<file path="src/rtl/rng_share_ctrl.sv">
// rng_share_ctrl: round-robin arbiter that shares one random_generator among
// NUM_REQ requesters, steps it once per granted draw and returns the fresh
// value with a one-cycle grant/value_valid pulse. A per-game-tick budget
// limits how many draws are delivered between game_en pulses.
//
// Ports:
//   clk          rising-edge system clock
//   rst          synchronous active-high reset
//   game_en      one-cycle game tick, reloads the draw budget
//   req          level request per requester (bit 0 = requester 0)
//   rng_step     one-cycle enable that advances the generator
//   rng_value    generator registered output
//   grant        one-hot, one-cycle grant to the winner
//   value        captured random value, held until the next capture
//   value_valid  one-cycle pulse coincident with grant
//   busy         high whenever the FSM is not idle
//   budget_empty high when the draw budget for this tick is used up
module rng_share_ctrl #(
    parameter int unsigned NUM_REQ   = 3,
    parameter int unsigned WIDTH     = 10,
    parameter int unsigned MAX_DRAWS = 2
) (
    input  logic               clk,
    input  logic               rst,
    input  logic               game_en,
    input  logic [NUM_REQ-1:0] req,
    output logic               rng_step,
    input  logic [WIDTH-1:0]   rng_value,
    output logic [NUM_REQ-1:0] grant,
    output logic [WIDTH-1:0]   value,
    output logic               value_valid,
    output logic               busy,
    output logic               budget_empty
);

    localparam int unsigned PTR_W = (NUM_REQ > 1) ? $clog2(NUM_REQ) : 1;
    localparam int unsigned CNT_W = 4;

    typedef enum logic [1:0] {
        S_IDLE,
        S_STEP,
        S_WAIT,
        S_DELIVER
    } state_t;

    state_t             r_state;
    state_t             w_state_nxt;
    logic [PTR_W-1:0]   r_rr_ptr;
    logic [PTR_W-1:0]   r_winner;
    logic [PTR_W-1:0]   w_pick;
    logic               w_any;
    int                 w_idx;
    logic [CNT_W-1:0]   r_draws;
    logic [WIDTH-1:0]   r_value;
    logic               w_deliver;
    logic               w_budget_ok;

    assign w_deliver   = (r_state == S_DELIVER);
    assign w_budget_ok = (r_draws < CNT_W'(MAX_DRAWS));

    // Round-robin search starting at rr_ptr; first set request wins.
    always_comb begin
        w_pick = '0;
        w_any  = 1'b0;
        w_idx  = 0;
        for (int i = 0; i < int'(NUM_REQ); i++) begin
            w_idx = (int'(r_rr_ptr) + i) % int'(NUM_REQ);
            if (!w_any && req[PTR_W'(w_idx)]) begin
                w_any  = 1'b1;
                w_pick = PTR_W'(w_idx);
            end
        end
    end

    // Next-state and outputs decoded from the registered state.
    always_comb begin
        w_state_nxt = r_state;
        rng_step    = 1'b0;
        grant       = '0;
        value_valid = 1'b0;
        case (r_state)
            S_IDLE: begin
                if (w_any && w_budget_ok) begin
                    w_state_nxt = S_STEP;
                end
            end
            S_STEP: begin
                rng_step    = 1'b1;
                w_state_nxt = S_WAIT;
            end
            S_WAIT: begin
                w_state_nxt = S_DELIVER;
            end
            S_DELIVER: begin
                grant[r_winner] = 1'b1;
                value_valid     = 1'b1;
                w_state_nxt     = S_IDLE;
            end
            default: begin
                w_state_nxt = S_IDLE;
            end
        endcase
    end

    assign busy         = (r_state != S_IDLE);
    assign budget_empty = (r_draws == CNT_W'(MAX_DRAWS));
    assign value        = r_value;

    // State, winner latch, value capture, round-robin pointer and budget.
    always_ff @(posedge clk) begin
        if (rst) begin
            r_state  <= S_IDLE;
            r_rr_ptr <= '0;
            r_winner <= '0;
            r_draws  <= '0;
            r_value  <= '0;
        end else begin
            r_state <= w_state_nxt;
            if (r_state == S_IDLE && w_state_nxt == S_STEP) begin
                r_winner <= w_pick;
            end
            // Generator updated on the STEP edge, so its output is fresh here.
            if (r_state == S_WAIT) begin
                r_value <= rng_value;
            end
            if (w_deliver) begin
                r_rr_ptr <= (r_winner == PTR_W'(NUM_REQ - 1)) ? '0
                                                              : r_winner + PTR_W'(1);
            end
            // A delivery in the same cycle as game_en counts against the new tick.
            if (game_en) begin
                r_draws <= w_deliver ? CNT_W'(1) : '0;
            end else if (w_deliver && w_budget_ok) begin
                r_draws <= r_draws + CNT_W'(1);
            end
        end
    end

endmodule

</file>
<file path="config.mk">
export PLATFORM = sky130hd
export DESIGN_NAME = rng_share_ctrl
export DESIGN_NICKNAME = d
export VERILOG_FILES = /design/src/rtl/rng_share_ctrl.sv
export SDC_FILE = /design/constraint.sdc
export NUM_CORES = 1
export LEC_CHECK = 0
export CORE_MARGIN = 2
export CORE_UTILIZATION = 30
export DETAILED_ROUTE_END_ITERATION = 8
export GPL_ROUTABILITY_DRIVEN = 0
export GPL_TIMING_DRIVEN = 0
export RECOVER_POWER = 50
export SETUP_SLACK_MARGIN = 0.02
export SYNTH_ARGS = -nofsm -noshare
export SYNTH_HDL_FRONTEND = slang
export SYNTH_SLANG_ARGS = --single-unit
</file>
<file path="constraint.sdc">
create_clock -name clk -period 2.8 [get_ports clk]
set_input_delay 0.56 -clock clk [delete_from_list [all_inputs] [get_ports clk]]
set_output_delay 0.56 -clock clk [all_outputs]
set_load 0.01 [all_outputs]
</file>
Figure 1. Floorplan with the power grid (run 1).
Scale bar: 20 um. Pins as bars on the die edge.
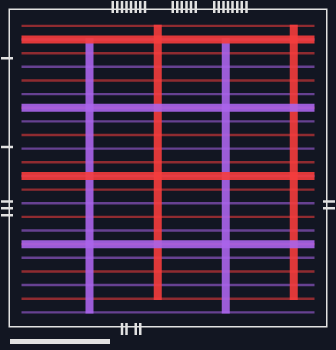
- purple: VSS
- red: VDD
- signal pins: 33
- met1 rails: 22
DIE WIDTH: 63.0 um
Die Height: 63.0 um
core area: 0.00334 mm^2
VDD IR max: 0.339 mV

Figure 2. Cell classes on the final placement (run 1).
Fill, decap, tap and diode cells in grey.
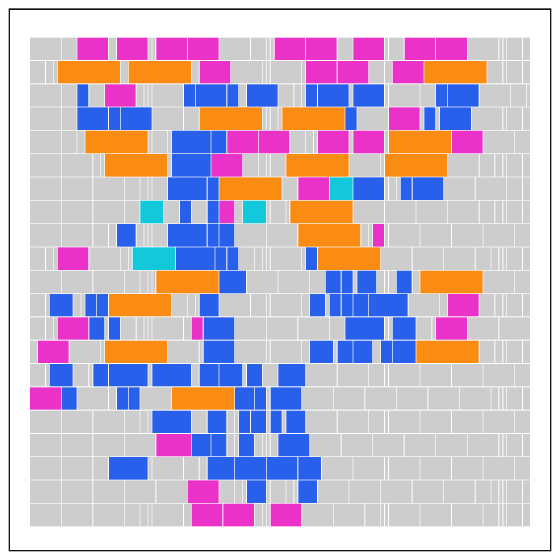
- blue: combinational and other logic (cells 90; share of their area 44%)
- cyan: clock drivers and dummy loads (cells 4; share of their area 2.6%)
- magenta: remaining buffers and delay cells (cells 36; share of their area 25%)
- orange: sequential cells (cells 20; share of their area 29%)
row count: 21
Final Cell Area: 0.00146 mm^2
flop share of the area: 0.274

Figure 3. Routed clock nets over the placement (run 1).
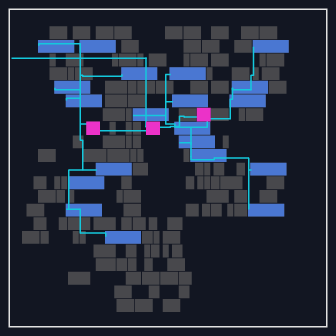
- blue: flip-flops (count 20)
- magenta: clock drivers (count 3)
- cyan: clock wires (length 232 um)
- routed clock nets: 4
Clock Skew: 0.000820 ns
Clk Latency, worst-skew pair: 0.29 ns
Clock Power Share: 0.167

==> results.toml, run 1 <==
# physical design summary
[run_status]
status = "finished clean"

[critical_path]
crit_type = "flop to primary output"
rr_startpoint = "r_rr_ptr[0]"
cp-start-kind = "flop"
cp-startpoint = "r_state[0]"
crit_family = "buffers and inverters"
cp_slowest_cell = "clkdlybuf4s50_1"
cp-end-kind = "primary output"
crit_path_cell_trace = "ha_1 -> inv_2 -> nor3b_1 -> clkdlybuf4s50_1"
worstReg2RegEnd = "r_winner[0]"
crit_buf_inv = 2
worstPathRequired_ns = 2.24
r2r_slack_ns = 0.91
path_depth = 4
reg2regPathDepth = 8
crit_arrival_ns = 1.91

[synth]
yosysTopAreaCellShare = 0.383
ys_seq_frac = 0.383
syn_avg_cell_area_um2 = 9.16
yosysUniqueCellTypes = 27
largest_area_cell = "dfxtp_1"
topCellsByArea = "dfxtp_1 38%, mux2i_1 14%, ha_1 13%"
synth_area_mm2 = 0.00104
yosysCellCount = 114
ys_chip_area_mm2 = 0.00104
ys.warnings.count = 0
async_reset_ff_frac = 0
ys_ff = 20
ys.flop_type = "dfxtp_1"
common_cells = "20 x dfxtp_1, 17 x nor2_1, 15 x mux2i_1, 11 x ha_1, 7 x inv_1"
postSynthNetCount = 141
edf_count = 0
top_cell = "dfxtp_1"

[clocking]
cts_max_level = 1
cts_num_sinks = 20
cts_buffer_depth = 2
cts_made_buffers = 3
cts_tree = "built"
cts_setup_buffers = 0
clk_pin_slew_ns = 0.11
postCtsResizedCells = 0
root_buffer = "clkbuf_4"

[global_route]
grt_use_total = 0.116
antenna_found_initial = 0
gr-total-overflow = 0
grt_pass1_wl_um = 3680
grt_max_degree = 12

[routing]
wirelength_um = 2200
route.met3.wl_um = 55
drt-pass1-iter-count = 4
wl_met1_um = 1010
ant_nets = 0
wl_met2_um = 1110
drc = 0
num_vias = 909
via_per_inst = 4.64
highest_layer = "met4"

[layout]
nNetsFinal = 178
fillers = 330
regArea_um2 = 400
fin_cells = 196
diodes = 0
syn2layout_area_growth_pct = 39.6
drive_gt1_frac = 0.0533

[placement]
dp.cells = 192
hpwl_um = 1780
io_buffers = 32

[floorplanning]
dieArea_mm2 = 0.00397
fp_util = 0.313
pin_count = 33

[final_timing]
setup_viol = 0
max_freq_mhz = 405
fin_crit_ns = 2.47
hold_viol = 0
tightest_slew_ns = 0.425
rsz0062_at_grt = "no"
period_used_share = 0.883
maxSlewHeadroom = 0.717
finalMaxSlewViolations = 0
holdWs_ns = 0.502

[hold_path]
min_to = "value[3]"
hold_depth = 2
hold_start = "value[3]"

[power]
p_total_mw = 0.981
power.density_mw_per_mm2 = 673

[flow_run]
cap_viol_max_count = 0
## run 1: layout by cell type, fill, tap and decap left out, drive strengths merged
master          n
nand2b          2
dfxtp          20
a21oi           4
mux2i          15
nand2           3
nor2b           5
clkdlybuf4s50  21
ha             11
nand3b          2
buf             2
nand3           1
o21ai           4
o21bai          1
o22ai           2
nor2           17
nor3            6
dlygate4sd3    11
clkbuf          6
o2bb2ai         1
inv             8
nor3b           4
o211a           1
nor4            1
a31oi           1
o31a            1
## run 1: layout make-up
type,instances,share of cell area
timing repair buffer,32,0.220
sequential,20,0.274
tap,46,0.0395
multi-input combinational,82,0.405
inverter,8,0.0206
buffer,4,0.0163
clock buffer,4,0.0249
## run 1: kinds of logic (layout without fill, tap and decap cells)
logic type	Yosys count	in the layout	share of synthesized area
flops	20	20	0.383
mux	15	15	0.144
fa+ha+maj	11	11	0.132
compound gates	15	15	0.0934
buf+inv	12	48	0.0515
simple gates	41	41	0.196
## run 1: routing by layer
metal,track usage,vias to the layer above
met1,0.132,434
li1,-,462
met2,0.207,11
met5,0,-
met4,0.0250,0
met3,0.0396,2
## run 1: through the flow
stage          worst slack, ns   util
2_1_floorplan             1.05      -
3_3_place_gp             0.687  0.426
3_5_place_dp             0.677  0.426
4_1_cts                  0.299  0.437
5_1_grt                  0.176  0.437
6_report                 0.329  0.437
## run 1: tightest hold or removal path, cell delays in order (launching register included)
cell,delay (ns)
dfxtp_1,0.34
mux2i_1,0.06
nor2_1,0.07
## run 1: report_power, final
part / internal, mW / switching, mW / leakage, nW
Combinational: 0.230 / 0.217 / 0.405
Sequential: 0.336 / 0.0343 / 0.163
Clock: 0.0792 / 0.0846 / 0.0210
## run 1: registers in the layout, summed over array words and instances, names as in the netlist
name / count
r_winner: 2
value: 10
r_rr_ptr: 2
r_draws: 4
r_state: 2
==> inputs of run 2 (changes only) <==
--- a/config.mk
+++ b/config.mk
@@ -7,6 +7,7 @@
 export LEC_CHECK = 0
 export CORE_MARGIN = 2
 export CORE_UTILIZATION = 30
+export CTS_BUF_LIST = sky130_fd_sc_hd__clkbuf_8
 export DETAILED_ROUTE_END_ITERATION = 8
 export GPL_ROUTABILITY_DRIVEN = 0
 export GPL_TIMING_DRIVEN = 0
Figure 4. The clock network (run 2).
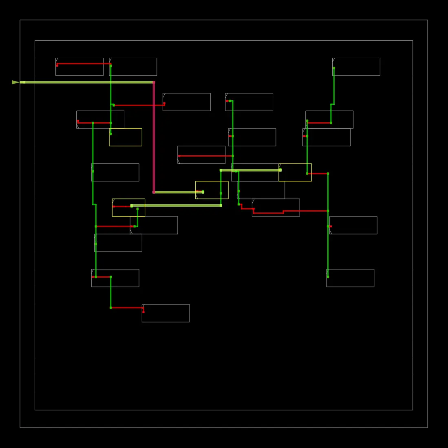
clock buffers: 4
Clk Latency, worst-skew pair: 0.25 ns
registers: 20

Figure 5. Wiring by layer (run 2).
Scale bar: 20 um. Only two layers are drawn.
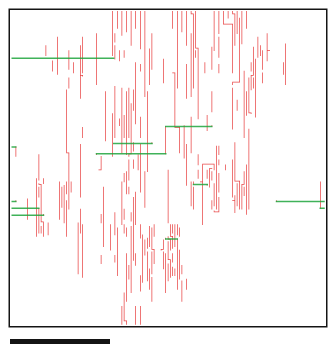
- green: metal 3 (wire length 79.0 um)
- red: metal 2 (wire length 1,120 um)
All-Layer GR Usage: 0.114
WL final: 2200 um

==> run 2 against run 1 <==
Sequential share of layout area decreased by 0.21 points. Clock skew about the same. Total power increased by 4.3%. Clock power increased by about 30%. Flip-flop count unchanged. Critical path depth unchanged. Routed wire length increased by 0.18%. Global-route usage decreased by 0.20 points. Synthesized cell count unchanged. Hold slack got worse by 0.0095 ns. Register-to-register slack got worse by 0.17 ns.
==> results.toml, run 2 <==
# physical design summary
[synth]
ys_ff = 20
edf_count = 0
syn_avg_cell_area_um2 = 9.16
async_reset_ff_frac = 0
ys_seq_frac = 0.383
ys_chip_area_mm2 = 0.00104
top_cell = "dfxtp_1"
ys.warnings.count = 0
largest_area_cell = "dfxtp_1"
topCellsByArea = "dfxtp_1 38%, mux2i_1 14%, ha_1 13%"
yosysTopAreaCellShare = 0.383
synth_area_mm2 = 0.00104
postSynthNetCount = 141

[critical_path]
reg2regPathDepth = 8
cp-startpoint = "r_state[0]"
cp-start-kind = "flop"
crit_arrival_ns = 1.86
worstPathRequired_ns = 2.24
rr_startpoint = "r_rr_ptr[0]"
crit_type = "flop to primary output"
cp-end-kind = "primary output"

[final_timing]
period_used_share = 0.863
maxSlewHeadroom = 0.717
rsz0062_at_grt = "no"
max_freq_mhz = 414
tightest_slew_ns = 0.424
hold_viol = 0
setup_viol = 0
fin_skew_ns = 0.00122
finalMaxSlewViolations = 0
setup_slack_ns = 0.383
fin_crit_ns = 2.42

[layout]
nNetsFinal = 178
fin_cells = 196
diodes = 0
fin_util = 0.441
lay_top_cells = "21 x clkdlybuf4s50_1, 20 x dfxtp_1, 17 x nor2_1"
final_area_mm2 = 0.00147
syn2layout_area_growth_pct = 40.7
fillers = 333
largest_reg_flops = 10
drive_gt1_frac = 0.0467
layout_top_cell = "clkdlybuf4s50_1"
regArea_um2 = 400

[floorplanning]
fp.dieH_um = 63.0
fp_util = 0.313
num_rows = 21
die_w_um = 63.0
pin_count = 33
fp.coreArea_mm2 = 0.00334
dieArea_mm2 = 0.00397

[power]
ir_worst_vdd_mv = 0.360
power.density_mw_per_mm2 = 696

[clocking]
cts_buffer_depth = 2
cts_made_buffers = 3
postCtsResizedCells = 0
cts_num_sinks = 20
root_buffer = "clkbuf_8"
clk_pin_slew_ns = 0.07
cts_tree = "built"
cts_max_level = 1
cts_setup_buffers = 0

[run_status]
status = "finished clean"

[placement]
io_buffers = 32
hpwl_um = 1780
dp.cells = 192
place_ws_ns = 0.677

[global_route]
gr-total-overflow = 0
antenna_found_initial = 0
grt_max_degree = 12
grt_pass1_wl_um = 3630
met3_usage = 0.0342
met2_usage = 0.206
globalRouteMet1Util = 0.130

[flow_run]
cap_viol_max_count = 0

[routing]
num_vias = 911
via_per_inst = 4.65
drc = 0
drt-pass1-iter-count = 4

[hold_path]
hold_start = "value[3]"
hold_depth = 2
-- run 2: netlist changes by cell type in the layout (fill, tap and decap cells not counted) --
cell | previous run | this run
buf_1 | 0 | 1
clkbuf_4 | 3 | 0
clkbuf_8 | 1 | 4
buf_6 | 1 | 0
-- run 2: layer usage --
metal / vias to the layer above / routed length [um]
met5: - / 0
met4: 0 / 17
met3: 2 / 78
met2: 15 / 1120
met1: 433 / 982
li1: 461 / -
-- run 2: cells by family (layout without fill, tap and decap cells) --
kind of cell    count (synthesis)  after routing  synth area share
simple gates                   41             41             0.196
flops                          20             20             0.383
compound gates                 15             15            0.0934
mux                            15             15             0.144
buf+inv                        12             48            0.0515
fa+ha+maj                      11             11             0.132
-- run 2: report_power, final --
group | total, mW | switching [mW] | leakage, nW | internal, mW
Sequential | 0.371 | 0.0341 | 0.163 | 0.337
Combinational | 0.440 | 0.216 | 0.401 | 0.224
Clock | 0.213 | 0.0880 | 0.0288 | 0.125
Total | 1.02 | 0.338 | 0.592 | 0.686
-- run 2: path summary, 6_finish.rpt --
path | slack, ns | end
setup / recovery | 0.38 | grant[1]
hold / removal | 0.49 | value[3]
setup reg to reg | 0.74 | r_winner[0]
hold reg to reg | 0.49 | value[3]
-- run 2: critical path, stage by stage (launching register included) --
cell and delay (ns):
dfxtp_1 0.37, ha_1 0.28, inv_2 0.09, nor3b_1 0.27
clkdlybuf4s50_1 0.59
-- run 2: area by class of cell --
| type | instances | area share |
|---|---|---|
| multi-input cells | 82 | 0.402 |
| plain buffers | 4 | 0.0111 |
| inverters | 8 | 0.0204 |
| repair buffers | 32 | 0.218 |
| well taps | 46 | 0.0391 |
| flip-flops and latches | 20 | 0.272 |
| clock buffers | 4 | 0.0374 |
Power is estimated from default activity; no workload was simulated.
